Figure 1. Floorplan with the power grid.
Bar = 50 µm. Pins as bars on the die edge.
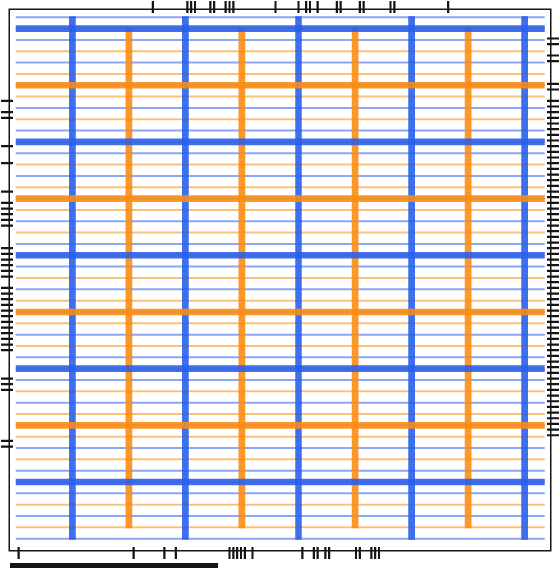
Figure 2. Placed cells, one color a class.
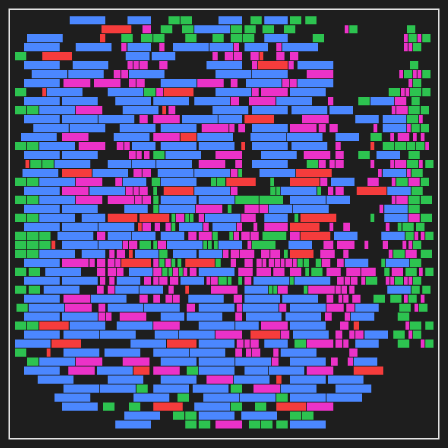
File: config.mk
export PLATFORM = sky130hd
export DESIGN_NAME = cache_access_sequencer
export DESIGN_NICKNAME = d
export VERILOG_FILES = /design/src/rtl/cache_access_sequencer.sv
export SDC_FILE = /design/constraint.sdc
export NUM_CORES = 1
export LEC_CHECK = 0
export ABC_CLOCK_PERIOD_IN_PS = 6200
export CORE_MARGIN = 1
export CORE_UTILIZATION = 55
export CTS_CLUSTER_SIZE = 30
export DETAILED_ROUTE_END_ITERATION = 12
export GPL_TIMING_DRIVEN = 0
export PLACE_DENSITY = 0.87
export SYNTH_ARGS = -nofsm -noshare
export SYNTH_HDL_FRONTEND = slang
export SYNTH_SLANG_ARGS = --single-unit
File: constraint.sdc
create_clock -name clk -period 6.2 [get_ports clk]
set_input_delay 0.62 -clock clk [delete_from_list [all_inputs] [get_ports clk]]
set_output_delay 0.62 -clock clk [all_outputs]
set_load 0.005 [all_outputs]
File: src/rtl/cache_access_sequencer.sv
// Serialises buffered cache requests: FIFO -> issue -> wait -> capture -> response.
// Define CACHE_SEQ_STATS_EN to build the saturating hit/miss counters.
module cache_access_sequencer #(
  parameter int FIFO_DEPTH = 4,
  parameter int CNT_WIDTH  = 16
) (
  input  logic                 clk,
  input  logic                 reset,
  input  logic                 req_valid,
  output logic                 req_ready,
  input  logic [31:0]          req_addr,
  input  logic [7:0]           req_wdata,
  input  logic                 req_we,
  output logic [31:0]          cache_addr,
  output logic [7:0]           cache_wr_data,
  output logic                 cache_wr_en,
  input  logic [7:0]           cache_rd_data,
  input  logic                 cache_hit,
  input  logic                 cache_miss,
  output logic                 rsp_valid,
  input  logic                 rsp_ready,
  output logic [7:0]           rsp_rdata,
  output logic                 rsp_hit,
  output logic                 rsp_we,
  output logic [CNT_WIDTH-1:0] hit_count,
  output logic [CNT_WIDTH-1:0] miss_count,
  output logic                 busy
);

  localparam int AW = $clog2(FIFO_DEPTH);

  typedef struct packed {
    logic [31:0] addr;
    logic [7:0]  wdata;
    logic        we;
  } req_t;

  typedef enum logic [1:0] {S_IDLE, S_ISSUE_WAIT, S_CAPTURE, S_RESP} state_t;

  req_t          r_fifo [FIFO_DEPTH];
  logic [AW-1:0] r_wr_ptr, r_rd_ptr;
  logic [AW:0]   r_count;
  state_t        r_state, w_next;

  logic        w_full, w_empty, w_push, w_pop, w_capture, w_rsp_done;
  req_t        w_head;

  logic [31:0] r_cache_addr;
  logic [7:0]  r_cache_wr_data;
  logic        r_cache_wr_en;
  logic        r_cur_we;
  logic        r_rsp_valid;
  logic [7:0]  r_rsp_rdata;
  logic        r_rsp_hit;
  logic        r_rsp_we;

  assign w_full  = (r_count == (AW+1)'(FIFO_DEPTH));
  assign w_empty = (r_count == '0);
  assign w_push  = req_valid && !w_full;
  assign w_head  = r_fifo[r_rd_ptr];

  always_ff @(posedge clk) begin
    if (w_push) r_fifo[r_wr_ptr] <= '{addr: req_addr, wdata: req_wdata, we: req_we};
  end

  // Power-of-two depth lets the pointers wrap by plain overflow.
  always_ff @(posedge clk) begin
    if (reset) begin
      r_wr_ptr <= '0;
      r_rd_ptr <= '0;
      r_count  <= '0;
    end else begin
      if (w_push) r_wr_ptr <= r_wr_ptr + 1'b1;
      if (w_pop)  r_rd_ptr <= r_rd_ptr + 1'b1;
      case ({w_push, w_pop})
        2'b10:   r_count <= r_count + 1'b1;
        2'b01:   r_count <= r_count - 1'b1;
        default: r_count <= r_count;
      endcase
    end
  end

  always_ff @(posedge clk) begin
    if (reset) r_state <= S_IDLE;
    else       r_state <= w_next;
  end

  always_comb begin
    w_next = r_state;
    case (r_state)
      S_IDLE:       if (!w_empty) w_next = S_ISSUE_WAIT;
      S_ISSUE_WAIT: w_next = S_CAPTURE;
      S_CAPTURE:    w_next = S_RESP;
      S_RESP:       if (rsp_ready) w_next = w_empty ? S_IDLE : S_ISSUE_WAIT;
      default:      w_next = S_IDLE;
    endcase
  end

  always_comb begin
    w_pop      = 1'b0;
    w_capture  = 1'b0;
    w_rsp_done = 1'b0;
    case (r_state)
      S_IDLE:    w_pop = !w_empty;
      S_CAPTURE: w_capture = 1'b1;
      S_RESP: begin
        w_rsp_done = rsp_ready;
        w_pop      = rsp_ready && !w_empty;
      end
      default: ;
    endcase
  end

  // Write enable is only ever set on the issuing edge, so writes last one cycle.
  always_ff @(posedge clk) begin
    if (reset) begin
      r_cache_addr    <= '0;
      r_cache_wr_data <= '0;
      r_cache_wr_en   <= 1'b0;
      r_cur_we        <= 1'b0;
      r_rsp_valid     <= 1'b0;
      r_rsp_rdata     <= '0;
      r_rsp_hit       <= 1'b0;
      r_rsp_we        <= 1'b0;
    end else begin
      if (w_pop) begin
        r_cache_addr    <= w_head.addr;
        r_cache_wr_data <= w_head.wdata;
        r_cache_wr_en   <= w_head.we;
        r_cur_we        <= w_head.we;
      end else begin
        r_cache_wr_en   <= 1'b0;
      end
      if (w_capture) begin
        r_rsp_valid <= 1'b1;
        r_rsp_rdata <= cache_rd_data;
        r_rsp_hit   <= cache_hit;
        r_rsp_we    <= r_cur_we;
      end else if (w_rsp_done) begin
        r_rsp_valid <= 1'b0;
      end
    end
  end

`ifdef CACHE_SEQ_STATS_EN
  logic [CNT_WIDTH-1:0] r_hit_cnt, r_miss_cnt;

  always_ff @(posedge clk) begin
    if (reset) begin
      r_hit_cnt  <= '0;
      r_miss_cnt <= '0;
    end else if (w_capture) begin
      if (cache_hit  && !(&r_hit_cnt))  r_hit_cnt  <= r_hit_cnt + 1'b1;
      if (cache_miss && !(&r_miss_cnt)) r_miss_cnt <= r_miss_cnt + 1'b1;
    end
  end

  assign hit_count  = r_hit_cnt;
  assign miss_count = r_miss_cnt;
`else
  logic w_unused_miss;
  assign w_unused_miss = cache_miss;
  assign hit_count     = '0;
  assign miss_count    = '0;
`endif

  assign req_ready     = !w_full;
  assign cache_addr    = r_cache_addr;
  assign cache_wr_data = r_cache_wr_data;
  assign cache_wr_en   = r_cache_wr_en;
  assign rsp_valid     = r_rsp_valid;
  assign rsp_rdata     = r_rsp_rdata;
  assign rsp_hit       = r_rsp_hit;
  assign rsp_we        = r_rsp_we;
  assign busy          = (r_state != S_IDLE) || !w_empty;

endmodule
==> results.tsv <==
metric	value	unit
status	finished, final reports clean	
leading area contributor after synthesis	edfxtp_1	
EDFF count, synth	164	
FMAX	317.6	MHz
yosys synthesis chip area	8952	µm²
crit path kind	reg -> reg	
fin nets	786	
TNS Setup	0	ps
Log Warnings	33	
endpoints failing setup	0	
gp weighted congestion	0.8267	
Pre-antenna DRT Iters	5	
synthesized cell area	8952	µm²
Worst-path clk slew	60	ps
first-pass GRT wire length	29.99	mm
Main synth FF type	edfxtp_1	
post-route minimum period	3148	ps
WL final	19.12	mm
crit-path max FO	10	
Final Cycle Share	50.78	%
H-tree levels	1	
Slew Viols, Final	0	
row cnt	46	
FP Util	56.36	%
Cell Pwr Density	430.2	nW/µm²
Top cells by area	edfxtp_1 55%, dfxtp_1 14%, mux4_2 10%	
post-synth cell types	36	
Placed Cells incl. Taps	912	
setup repair bufs after CTS	0	
FFs w/ async S/R, synth	0	%
P_leak	3.810	nW
root buf cell	clkbuf_16	
Critical Path RT	6630	ps
RSZ-0062 raised after global routing	false	
cell with the most instances after synthesis	edfxtp_1	
top cells by count	164 x edfxtp_1, 64 x dfxtp_1, 49 x a21oi_1, 42 x nand4_1, 42 x o31ai_1	
Arr. time, crit path	3580	ps
PortBufs	105	
Flops after synth	228	
Yosys Instances	556	
worst slew pin tran	649.7	ps
Critical Path Source Type	register	
Worst Clk Skew	14.78	ps
die footprint	16790	µm²
post-CTS sizing	0	
DRT antenna net count	0	
die span in x	129.6	µm
mean post-synth cell area	16.10	µm²
largest net degree at the start of global routing	28	
Inserted Diodes	0	
Hold-fix buffers, CTS	0	
Synth-to-Final Area Change	25.27	%
max_cap viols	0	
remaining global-route overflow	0	
Setup crit end kind	register	
vias	5513	
I/O Pins	141	
synth warn	0	
WL per Instance	20.04	µm
Rel. slew slack	56.45	%
final hold violations	0	
Final Power	4.824	mW
vias in the first global route	5674	
CTS buffer count	23	
CTS tree	done	
clock sinks	228	
Post-Layout Cell Count	954	
HPWL Detailed	12.66	mm
Overall Global Routing Usage	23.78	%
Top cell area share	55.01	%
initial antenna violation count	0	
Insertion Delay late pin	520	ps
vias per cell	5.779	
detailed-route DRC error count	0	
share of layout cells above drive strength 1	17.89	%
Syn Inst Count	556	
clock buffer depth	3	
class of the worst hold path	reg -> reg	
first-iteration detailed-routing DRC count	397	
Post-synth seq share	69.32	%
## Picture notes: Figure 1
| net | color |
|---|---|
| VSS | blue |
| VDD | orange |
signal pins: 141
rows: 46
met5 straps: 9
met1 rails: 47
met4 straps: 9
core area: 15890 µm²
IR drop worst, VDD: 0.0002995 V
die height: 129.6 µm

## Picture notes: Figure 2
| class | color | cells |
|---|---|---|
| remaining buffers and delay cells | green | 188 |
| remaining logic cells | magenta | 280 |
| clock drivers and dummy loads | red | 42 |
| registers | blue | 228 |

-- final cells by class --
cell class	instances	area [µm²]
plain buffers	79	446.7
clock buffers	33	633.1
clock inverters	9	106.4
fillers	1020	4671
inverters	6	22.52
multi-input cells	274	2399
flip-flops and latches	228	6206
well taps	216	270.3
repair buffers	109	1131
-- critical path, cell delays in order (launching register included) --
cell and delay, ps:
dfxtp_1 390, inv_1 110, ha_1 250, a21oi_2 410, clkbuf_1 480, nor3_1 120, ha_1 250, fa_1 390
xnor2_1 160, or3_1 350, a21oi_1 160
-- power by group --
group / total, mW / switching (mW) / internal, mW
Sequential: 2.03 / 0.138 / 1.90
Combinational: 1.44 / 0.811 / 0.633
Clock: 1.35 / 0.549 / 0.797
-- registers in the layout, summed over array words and instances, names as in the netlist, named ones only --
register and cells:
r_fifo 164, cache_addr 32, cache_wr_data 8, rsp_rdata 8, r_count 3, r_rd_ptr 2, r_state 2, r_wr_ptr 2
cache_wr_en 1, r_cur_we 1, rsp_hit 1, rsp_valid 1, rsp_we 1
-- kinds of logic (layout without fill, tap and decap cells) --
logic type / after synthesis / count (layout) / share of synthesized area [%]
xor gates and xnor gates: 2 / 2 / 0.1957
muxes: 53 / 53 / 11.67
DFF: 228 / 228 / 69.32
and+or+nand+nor: 79 / 79 / 5.157
adders and majority gates: 10 / 10 / 1.482
other: 1 / 32 / 0.04189
buffers and inverters: 85 / 236 / 5.241
AOI/OAI and AO/OA: 98 / 98 / 6.890
-- cells in the final DEF (no fill, tap or decap), drive strengths merged, types with 6 or more instances in the layout --
cell type / n
a21oi: 50
buf: 57
clkbuf: 59
clkdlybuf4s50: 105
clkinv: 7
conb: 32
dfxtp: 64
edfxtp: 164
ha: 9
inv: 6
mux2i: 11
mux4: 41
nand4: 42
nor2: 15
o31ai: 42
-- metal layers --
metal | wire, µm | vias to the layer above | global-route usage, %
li1 | - | 2469 | -
met1 | 7310 | 2694 | 30.33
met2 | 9646 | 296 | 41.40
met3 | 1661 | 54 | 4.624
met4 | 500 | 0 | 7.182
met5 | 0 | - | 0
-- metrics by stage --
step / cell area, µm² / setup slack, ps / hold WS, ps / util [%]
final: 11210 / 3052 / 473.8 / 70.60
after global routing: 11210 / 2903 / 490.3 / 70.60
after CTS: 11210 / 3099 / 471.3 / 70.60
after detailed placement: 10480 / 2695 / 462.4 / 65.94
after global placement: 10390 / 2867 / 460.7 / 65.41
after floorplan: 9069 / 3634 / 448.0 / -
-- path summary, 6_finish.rpt --
kind | startpoint | end | slack, ps | cells after the start
max reg2reg | r_state[0] | r_count[2] | 3050 | 10
max | r_state[0] | r_count[2] | 3050 | 10
min | r_cur_we | r_cur_we | 470 | 2
min reg2reg | r_cur_we | r_cur_we | 470 | 2
No activity file was given, so power comes from the tool's default toggle rates.
